==> images/sizing.png <==
(8 px per µm)
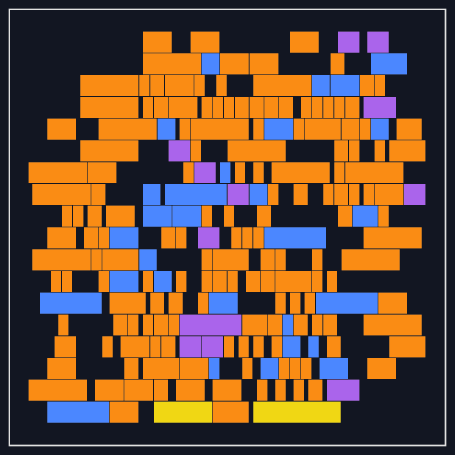
==> images/ff_map.png <==
(6 px per µm) Other sequential cells in the stronger grey, the rest of the logic in the fainter grey.
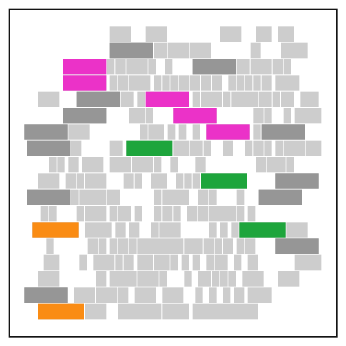
==> images/m2.png <==
(6 px per µm)
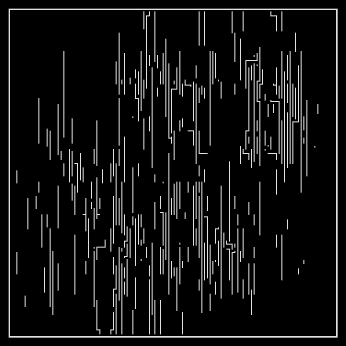
==> images/congestion_map.png <==
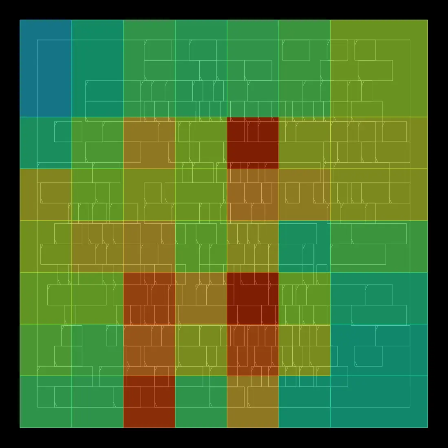
==> images/closeup.png <==
Region (15, 15) to (40, 40) µm. Cells in grey, sequential cells in the stronger grey; small squares are vias.
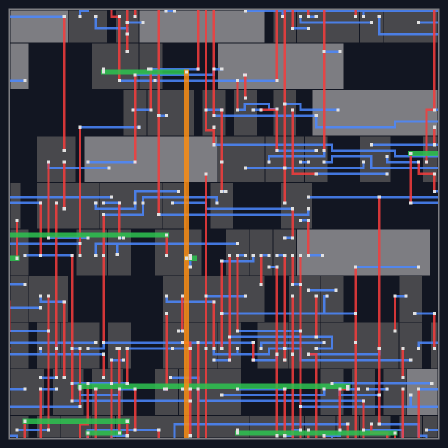
[config.mk]
export PLATFORM = sky130hd
export DESIGN_NAME = xpt_cycle_sequencer
export DESIGN_NICKNAME = d
export VERILOG_FILES = /design/src/rtl/norz_seq_pkg.sv /design/src/rtl/xpt_counter.sv /design/src/rtl/xpt_cycle_sequencer.sv
export SDC_FILE = /design/constraint.sdc
export NUM_CORES = 1
export LEC_CHECK = 0
export ABC_AREA = 1
export CAP_MARGIN = 20
export CORE_MARGIN = 2
export CORE_UTILIZATION = 48
export CTS_CLUSTER_SIZE = 28
export DETAILED_ROUTE_END_ITERATION = 8
export PLACE_DENSITY = 0.76
export SLEW_MARGIN = 20
export SYNTH_ARGS = -nofsm -noshare
export SYNTH_HDL_FRONTEND = slang
export SYNTH_HIERARCHICAL = 1
export SYNTH_SLANG_ARGS = --single-unit
[constraint.sdc]
create_clock -name clock -period 2 [get_ports clock]
set_input_delay 0.4 -clock clock [delete_from_list [all_inputs] [get_ports clock]]
set_output_delay 0.4 -clock clock [all_outputs]
set_load 0.05 [all_outputs]
[src/rtl/norz_seq_pkg.sv]
// Shared definitions for the machine-cycle sequencer.
// Contents:
//   cycle_kind_e   - current machine cycle kind (INT / M1 / MR / MW)
//   T1..T4         - 1-based T-state constants
//   XPT_W_DEF      - default width of the execution phase counter
//   strobes_t      - bus strobe bundle
//   decode_strobes - strobe pattern for a given cycle kind and T-state
package norz_seq_pkg;

    localparam int XPT_W_DEF = 5;

    typedef enum logic [1:0] {
        CK_INT = 2'd0,
        CK_M1  = 2'd1,
        CK_MR  = 2'd2,
        CK_MW  = 2'd3
    } cycle_kind_e;

    localparam logic [2:0] T1 = 3'd1;
    localparam logic [2:0] T2 = 3'd2;
    localparam logic [2:0] T3 = 3'd3;
    localparam logic [2:0] T4 = 3'd4;

    typedef struct packed {
        logic m1;
        logic mreq;
        logic rd;
        logic wr;
        logic rfsh;
    } strobes_t;

    // The wait substate keeps tstate at T2, so it decodes exactly like T2.
    function automatic strobes_t decode_strobes(cycle_kind_e kind, logic [2:0] t);
        strobes_t s;
        s = '0;
        case (kind)
            CK_M1: begin
                if (t <= T2) begin
                    s.m1   = 1'b1;
                    s.mreq = 1'b1;
                    s.rd   = 1'b1;
                end else begin
                    s.mreq = 1'b1;
                    s.rfsh = 1'b1;
                end
            end
            CK_MR: begin
                if (t <= T2) begin
                    s.mreq = 1'b1;
                    s.rd   = 1'b1;
                end
            end
            CK_MW: begin
                if (t <= T2) s.mreq = 1'b1;
                if (t == T2) s.wr   = 1'b1;
            end
            default: s = '0;
        endcase
        return s;
    endfunction

endpackage

[src/rtl/xpt_counter.sv]
// Saturating execution-phase counter with synchronous clear.
// Ports:
//   clock    in   rising-edge clock
//   reset    in   synchronous active-high reset (xpt=0, not_xpt=all-ones)
//   advance  in   cycle boundary strobe; counter only moves when set
//   clear    in   on advance: load 0 instead of incrementing
//   xpt      out  W  phase count, saturates at 2**W-1
//   not_xpt  out  W  registered complement of xpt, updated on the same edge
module xpt_counter #(
    parameter int W = 5
) (
    input  logic         clock,
    input  logic         reset,
    input  logic         advance,
    input  logic         clear,
    output logic [W-1:0] xpt,
    output logic [W-1:0] not_xpt
);

    logic [W-1:0] xpt_q;
    logic [W-1:0] nxpt_q;
    logic [W-1:0] xpt_nxt;

    always_comb begin
        xpt_nxt = xpt_q;
        if (clear)
            xpt_nxt = '0;
        else if (xpt_q != {W{1'b1}})
            xpt_nxt = xpt_q + 1'b1;
    end

    // Complement is its own register fed from the same next value so the
    // two outputs can never be skewed by a cycle.
    always_ff @(posedge clock) begin
        if (reset) begin
            xpt_q  <= '0;
            nxpt_q <= '1;
        end else if (advance) begin
            xpt_q  <= xpt_nxt;
            nxpt_q <= ~xpt_nxt;
        end
    end

    assign xpt     = xpt_q;
    assign not_xpt = nxpt_q;

endmodule

[src/rtl/xpt_cycle_sequencer.sv]
// Machine-cycle sequencer for the op decoder tree. Sequences M1 fetch,
// memory read, memory write and internal cycles T-state by T-state, inserts
// wait states in T2 while memory is not ready, and owns the XPT phase counter.
// Ports:
//   clock, reset           rising-edge clock, synchronous active-high reset
//   enable                 0 freezes every register
//   Reset_XPT              at cycle boundary: XPT <= 0
//   Set_CM1/Set_CMR/Set_CMW next-cycle kind request (priority M1 > MR > MW > INT)
//   mem_ready              memory handshake, sampled at end of T2 / wait
//   XPT, notXPT            phase counter and its registered complement
//   cycle_kind             0 INT, 1 M1, 2 MR, 3 MW
//   tstate                 current T-state, 1-based
//   cyc_last               final T-state of the current cycle
//   mreq, rd, wr, rfsh, m1 registered bus strobes, active-high
//   wait_st                inserted wait state
//   req_conflict           sticky: more than one kind request at a boundary
import norz_seq_pkg::*;

module xpt_cycle_sequencer #(
    parameter int XPT_W       = XPT_W_DEF,
    parameter int M1_TSTATES  = int'(T4),
    parameter int MEM_TSTATES = int'(T3)
) (
    input  logic             clock,
    input  logic             reset,
    input  logic             enable,
    input  logic             Reset_XPT,
    input  logic             Set_CM1,
    input  logic             Set_CMR,
    input  logic             Set_CMW,
    input  logic             mem_ready,
    output logic [XPT_W-1:0] XPT,
    output logic [XPT_W-1:0] notXPT,
    output logic [1:0]       cycle_kind,
    output logic [2:0]       tstate,
    output logic             cyc_last,
    output logic             mreq,
    output logic             rd,
    output logic             wr,
    output logic             rfsh,
    output logic             m1,
    output logic             wait_st,
    output logic             req_conflict
);

    cycle_kind_e kind_q, kind_d;
    logic [2:0]  t_q, t_d;
    logic        wait_q, wait_d;
    logic        conflict_q, conflict_d;
    strobes_t    stb_q, stb_d;
    logic [2:0]  last_t;
    logic        boundary;

    always_comb begin
        kind_d     = kind_q;
        t_d        = t_q;
        wait_d     = wait_q;
        conflict_d = conflict_q;
        boundary   = 1'b0;

        case (kind_q)
            CK_INT:  last_t = T1;
            CK_M1:   last_t = 3'(M1_TSTATES);
            default: last_t = 3'(MEM_TSTATES);
        endcase
        cyc_last = (t_q == last_t) && !wait_q;

        if (enable) begin
            if (cyc_last) begin
                boundary = 1'b1;
                t_d      = T1;
                wait_d   = 1'b0;
                if (Set_CM1)      kind_d = CK_M1;
                else if (Set_CMR) kind_d = CK_MR;
                else if (Set_CMW) kind_d = CK_MW;
                else              kind_d = CK_INT;
                if ($countones({Set_CM1, Set_CMR, Set_CMW}) > 1)
                    conflict_d = 1'b1;
            end else if (t_q == T2 && kind_q != CK_INT) begin
                // End of T2 or of a wait state: advance only once memory is ready.
                if (mem_ready) begin
                    t_d    = T3;
                    wait_d = 1'b0;
                end else begin
                    wait_d = 1'b1;
                end
            end else begin
                t_d = t_q + 3'd1;
            end
        end

        // Strobes are decoded from the next state and registered, so they
        // change exactly with the state and never glitch.
        stb_d = decode_strobes(kind_d, t_d);
    end

    always_ff @(posedge clock) begin
        if (reset) begin
            kind_q     <= CK_M1;
            t_q        <= T1;
            wait_q     <= 1'b0;
            conflict_q <= 1'b0;
            stb_q      <= decode_strobes(CK_M1, T1);
        end else begin
            kind_q     <= kind_d;
            t_q        <= t_d;
            wait_q     <= wait_d;
            conflict_q <= conflict_d;
            stb_q      <= stb_d;
        end
    end

    xpt_counter #(.W(XPT_W)) u_xpt (
        .clock   (clock),
        .reset   (reset),
        .advance (boundary),
        .clear   (Reset_XPT),
        .xpt     (XPT),
        .not_xpt (notXPT)
    );

    assign cycle_kind   = kind_q;
    assign tstate       = t_q;
    assign wait_st      = wait_q;
    assign req_conflict = conflict_q;
    assign m1           = stb_q.m1;
    assign mreq         = stb_q.mreq;
    assign rd           = stb_q.rd;
    assign wr           = stb_q.wr;
    assign rfsh         = stb_q.rfsh;

endmodule

==> run summary <==
Entry: Yosys synthesis followed by OpenROAD place and route.

Worst setup path:
- The run gives the count of cells along the worst register-to-register path as 12.
- The run gives the data arrival time of the critical path as ~1600 ps.
- The launch point of the worst register-to-register path is recorded as tstate[2]$_SDFF_PP0_.
- Per STA, the startpoint of the critical path is cycle_kind[0]$_SDFF_PP1_.
- STA classifies the critical path startpoint as a flop.
- The run gives the top cell family by delay on the critical path as buffers and inverters.
- STA reports a reg2reg setup slack of between 200 and 300 ps.
- The run gives the critical path's slowest cell as sky130_fd_sc_hd__clkdlybuf4s50_1.
- The timing report gives the biggest stage delay along the critical path as 820 ps.
- The run gives the critical path capture point type as a primary output.
- Following the worst setup path forward leads to its endpoint at cycle_kind[0].
- The critical path goes through clkdlybuf4s50_1.
- At the worst endpoint, the required time is 1600 ps.
- The worst setup path is of the reg -> out kind.
- In this run the number of cells on the critical path is 1.
- The run puts the worst path buffer plus inverter count at 1.
- The run gives the highest fanout seen on the critical path as 6.
- Per the timing report, the most critical flop-to-flop path finishes at rd$_SDFF_PP1_.

Die:
- The run gives the total core area as 2430 µm².
- The run puts the row count at 18.
- The die is 54.3 µm wide.
- The run gives the vertical die dimension as between 50 and 60 µm.
- The run puts the number of ports placed on the die boundary at 31.
- The run puts the initial core utilization at 0.500.
- The overall die size recorded for this design is 2950 µm².

Final timing:
- In this run the tightest slew margin relative to its limit is 0.662.
- In the finished design, the share of the clock period the worst path needs comes to 0.976.
- The final max-slew violation count recorded for this run is 0.
- Setup repair after global routing left no endpoint under its margin.
- The pin closest to its max-slew limit shows a slew of 506 ps.
- The run gives the final number of setup-violating endpoints as 0.
- Hold-check failures listed in the final report amount to 0.
- For the finished layout, the period the worst path requires is 1950 ps.
- The run gives the fmax as 513 MHz.
- Adding up every negative setup slack in the final design gives 0 ps.
- The run gives the worst clock skew on the final layout as 5.26 ps.

Route:
- The run gives the overall routed net length as 2700 µm.
- The run gives the via count as about 1200.
- Per the detail_route report, DRC violations left total 0.
- The first detailed-routing pass took 4 iterations.
- The count of nets left with antenna violations once routing finished came out at 0.
- In the routed layout, each cell is associated on average with a via count of 5.03.
- After the first detailed-routing iteration, the DRC count stood at 39.

GRT:
- The run gives the global-route wire length before repair as about 4600 µm.
- The run puts the number of global-route vias before repair at 1065.
- In the global route stage, overall resource usage came out at 0.215.
- The number of antenna violations at the first check in global routing is 0.
- Entering global routing, the biggest net connects 14 pins.
- The run puts the leftover overflow at the end of global routing at 0.

Layout:
- The run gives the net count of the finished layout as around 220.
- The run gives the count of placed standard cells in the final layout, fillers left out as 231.
- The run gives the end-of-flow core utilization as 0.670.
- Per the cell usage report, the commonest logic cell in the layout is sky130_fd_sc_hd__nand2_1.
- The top cell types in the final layout, fill and taps aside, are sky130_fd_sc_hd__nand2_1, sky130_fd_sc_hd__inv_1, sky130_fd_sc_hd__clkdlybuf4s50_1.
- The repair_antennas step left the layout with diodes totalling 0.
- The layout summary lists the proportion of cells stronger than drive strength 1 as 0.214.

Place:
- In this run, placement finished with an instance count of 227.
- The run gives the placer congestion estimate as 0.902.
- The run gives the instance area at placement as 1570 µm².
- The count of buffers added on input and output ports is 30.
- Once detailed placement completed, the half-perimeter wirelength came to 2140 µm.

Clock network:
- The clock passes through at most 2 buffers.
- The run puts the TritonCTS buffer count at 3.
- The run puts the register clock-pin slew on the reported worst setup and hold paths at 130 ps.
- The run puts the setup fix buffers added after clock tree synthesis at 0.
- The run gives the hold buffer count at cts as 0.
- Per the CTS log, the root buffer master is sky130_fd_sc_hd__clkbuf_4.
- The run puts the insertion delay at the late pin of the worst-skew pair at 310 ps.
- The run puts the clock sink count at 22.
- TritonCTS built the clock tree.
- The run puts the number of H-tree levels at 1.
- The run gives the number of gates resized after cts as 1.

Pwr:
- The run puts the leakage power summed over all cells at 0.000812 µW.
- Total power normalized to cell area comes to between 800 and 900 nW/µm².
- The run puts the highest ir drop seen on vdd at 0.758 mV.

Yosys:
- Counting distinct cell types in the post-synthesis netlist gives 23.
- The run gives the area of the synthesized netlist per yosys stat as 1220 µm².
- During synthesis, Yosys emitted a total of 6 warnings.
- The run gives the per-instance average area after synthesis as around 7.3 µm².
- The run gives the register share after synthesis as 0.362.
- The post-synth register bit count is 22.
- After synthesis the cells add up to 1220 µm².
- The run puts the number of cells in the yosys synthesis report at 166.
- The run gives the synthesized netlist net count as roughly 180.
- The run puts the synthesized instance count at 166.

Hold path:
- The run puts the worst hold path stage count at 2.
- The launch point of the worst min-delay path is recorded as u_xpt/not_xpt[0]$_SDFFE_PP1P_.
- According to the hold report, the worst path is of the reg -> reg type.
- STA shows the worst min-delay path finishing at u_xpt/not_xpt[0]$_SDFFE_PP1P_.

Flow run:
- The run gives the number of violations of the max-capacitance limit as 0.
- The run gives the total tool warning count as 28.

Outcome:
- The flow ran to the end, and the final reports show no timing, DRC or antenna violations.
Back to the opening pictures, sizing.png:
Key: purple = x3 and x4 [cells 12, most used buf_4]; yellow = x6 and larger [cells 2]; orange = x1 and smaller [cells 158, most used nand2_1]; blue = x2 [cells 29, most used nand3_2]
count of plain and timing-repair buffers: 33
Final WS setup: 48.8 ps
design area: 1630 µm²
layout overhead on the synthesized area: 34.0%

Back to the opening pictures, ff_map.png:
Key: green = `tstate` [flops 3]; orange = `cycle_kind` [flops 2]; magenta = `u_xpt/not_xpt` [flops 5, where top centre]

Back to the opening pictures, m2.png:
The wires run mostly vertical. The layer carries 1240 µm of wire. 177 nets have wire on it. The longest straight run is 23.5 µm. The layer holds 46% of the routed length.

Back to the opening pictures, congestion_map.png:
Most Used Layer, Global Route: met2
met2 track demand over resource in global routing: 0.327
routed length per placed instance: 11.7 µm

Back to the opening pictures, closeup.png:
Key: orange = M4; blue = M1; red = M2; green = M3
Netlist names of flops here include `u_xpt/not_xpt` (3), `tstate` (2). Sequential cells in the window: 5. Most frequent: nand2_1 (13), inv_1 (12), nand3_1 (7). 58 logic cells have their middle in the window.

-- kinds of logic (layout without fill, tap and decap cells) --
| logic type | after synthesis | in the layout | synth area share |
|---|---|---|---|
| buffers and inverters | 30 | 65 | 0.0988 |
| AND-OR/OR-AND | 18 | 18 | 0.0792 |
| XOR/XNOR | 1 | 1 | 0.00720 |
| adder cells (fa/ha/maj) | 6 | 6 | 0.0617 |
| AND/OR/NAND/NOR | 89 | 89 | 0.391 |
| flip-flops | 22 | 22 | 0.362 |
-- layer usage --
metal	GRT usage	share of wire	vias up
met1	0.288	0.46	514
met5	0	0	-
met3	0.0437	0.060	5
met4	0.104	0.016	0
li1	-	-	605
met2	0.327	0.46	38
-- metrics by stage --
step / hold WS [ps] / worst slack (ps) / total power [µW]
2_1_floorplan: 465 / 40.3 / 948
3_3_place_gp: 449 / 142 / 1120
3_5_place_dp: 455 / 122 / 1130
4_1_cts: 485 / 16.6 / 1470
5_1_grt: 494 / 6.35 / 1540
6_report: 486 / 48.8 / 1460
-- tightest hold or removal path: stages (launching register included) --
cell and delay (ps):
sky130_fd_sc_hd__dfxtp_1 350, sky130_fd_sc_hd__a21oi_1 60, sky130_fd_sc_hd__nand2_1 60
-- Yosys cell counts --
cell type / count / area share
sky130_fd_sc_hd__nand2_1: 41 / 0.13
sky130_fd_sc_hd__inv_1: 24 / 0.074
sky130_fd_sc_hd__dfxtp_1: 22 / 0.36
sky130_fd_sc_hd__nand3_1: 17 / 0.070
sky130_fd_sc_hd__a21oi_1: 10 / 0.041
sky130_fd_sc_hd__nand3_2: 8 / 0.066
sky130_fd_sc_hd__nor2_1: 7 / 0.022
sky130_fd_sc_hd__ha_1: 6 / 0.062
sky130_fd_sc_hd__inv_2: 4 / 0.012
sky130_fd_sc_hd__nand2_2: 4 / 0.021
sky130_fd_sc_hd__nor2_2: 4 / 0.021
sky130_fd_sc_hd__o21ai_0: 4 / 0.016
sky130_fd_sc_hd__buf_4: 2 / 0.012
sky130_fd_sc_hd__nor2_4: 2 / 0.019
sky130_fd_sc_hd__o21ai_1: 2 / 0.0082
sky130_fd_sc_hd__or2_2: 2 / 0.010
sky130_fd_sc_hd__nand4_1: 1 / 0.0051
sky130_fd_sc_hd__nand4_2: 1 / 0.010
sky130_fd_sc_hd__nand4_4: 1 / 0.017
sky130_fd_sc_hd__nor3_1: 1 / 0.0041
sky130_fd_sc_hd__o21a_1: 1 / 0.0062
sky130_fd_sc_hd__o21ai_2: 1 / 0.0072
sky130_fd_sc_hd__xor2_1: 1 / 0.0072
-- state kept, by name, summed over array words and instances, names as in the netlist --
signal,flops
wr,1
wait_st,1
rd,1
u_xpt/xpt,5
req_conflict,1
u_xpt/not_xpt,5
mreq,1
cycle_kind,2
tstate,3
m1,1
rfsh,1
-- area by class of cell --
class | instances | area (µm²)
fillers | 203 | 803
multi-input cells | 114 | 656
flip-flops and latches | 22 | 447
repair buffers | 33 | 332
inverters | 28 | 105
well taps | 30 | 37.5
clock inverters | 1 | 30.0
clock buffers | 3 | 22.5
-- power breakdown --
group	total [µW]	switching [µW]	internal, µW
clock	345	142	203
combinational	589	387	202
sequential	528	38.8	489
Power figures rest on the tool's default switching activity, not on a simulated workload.
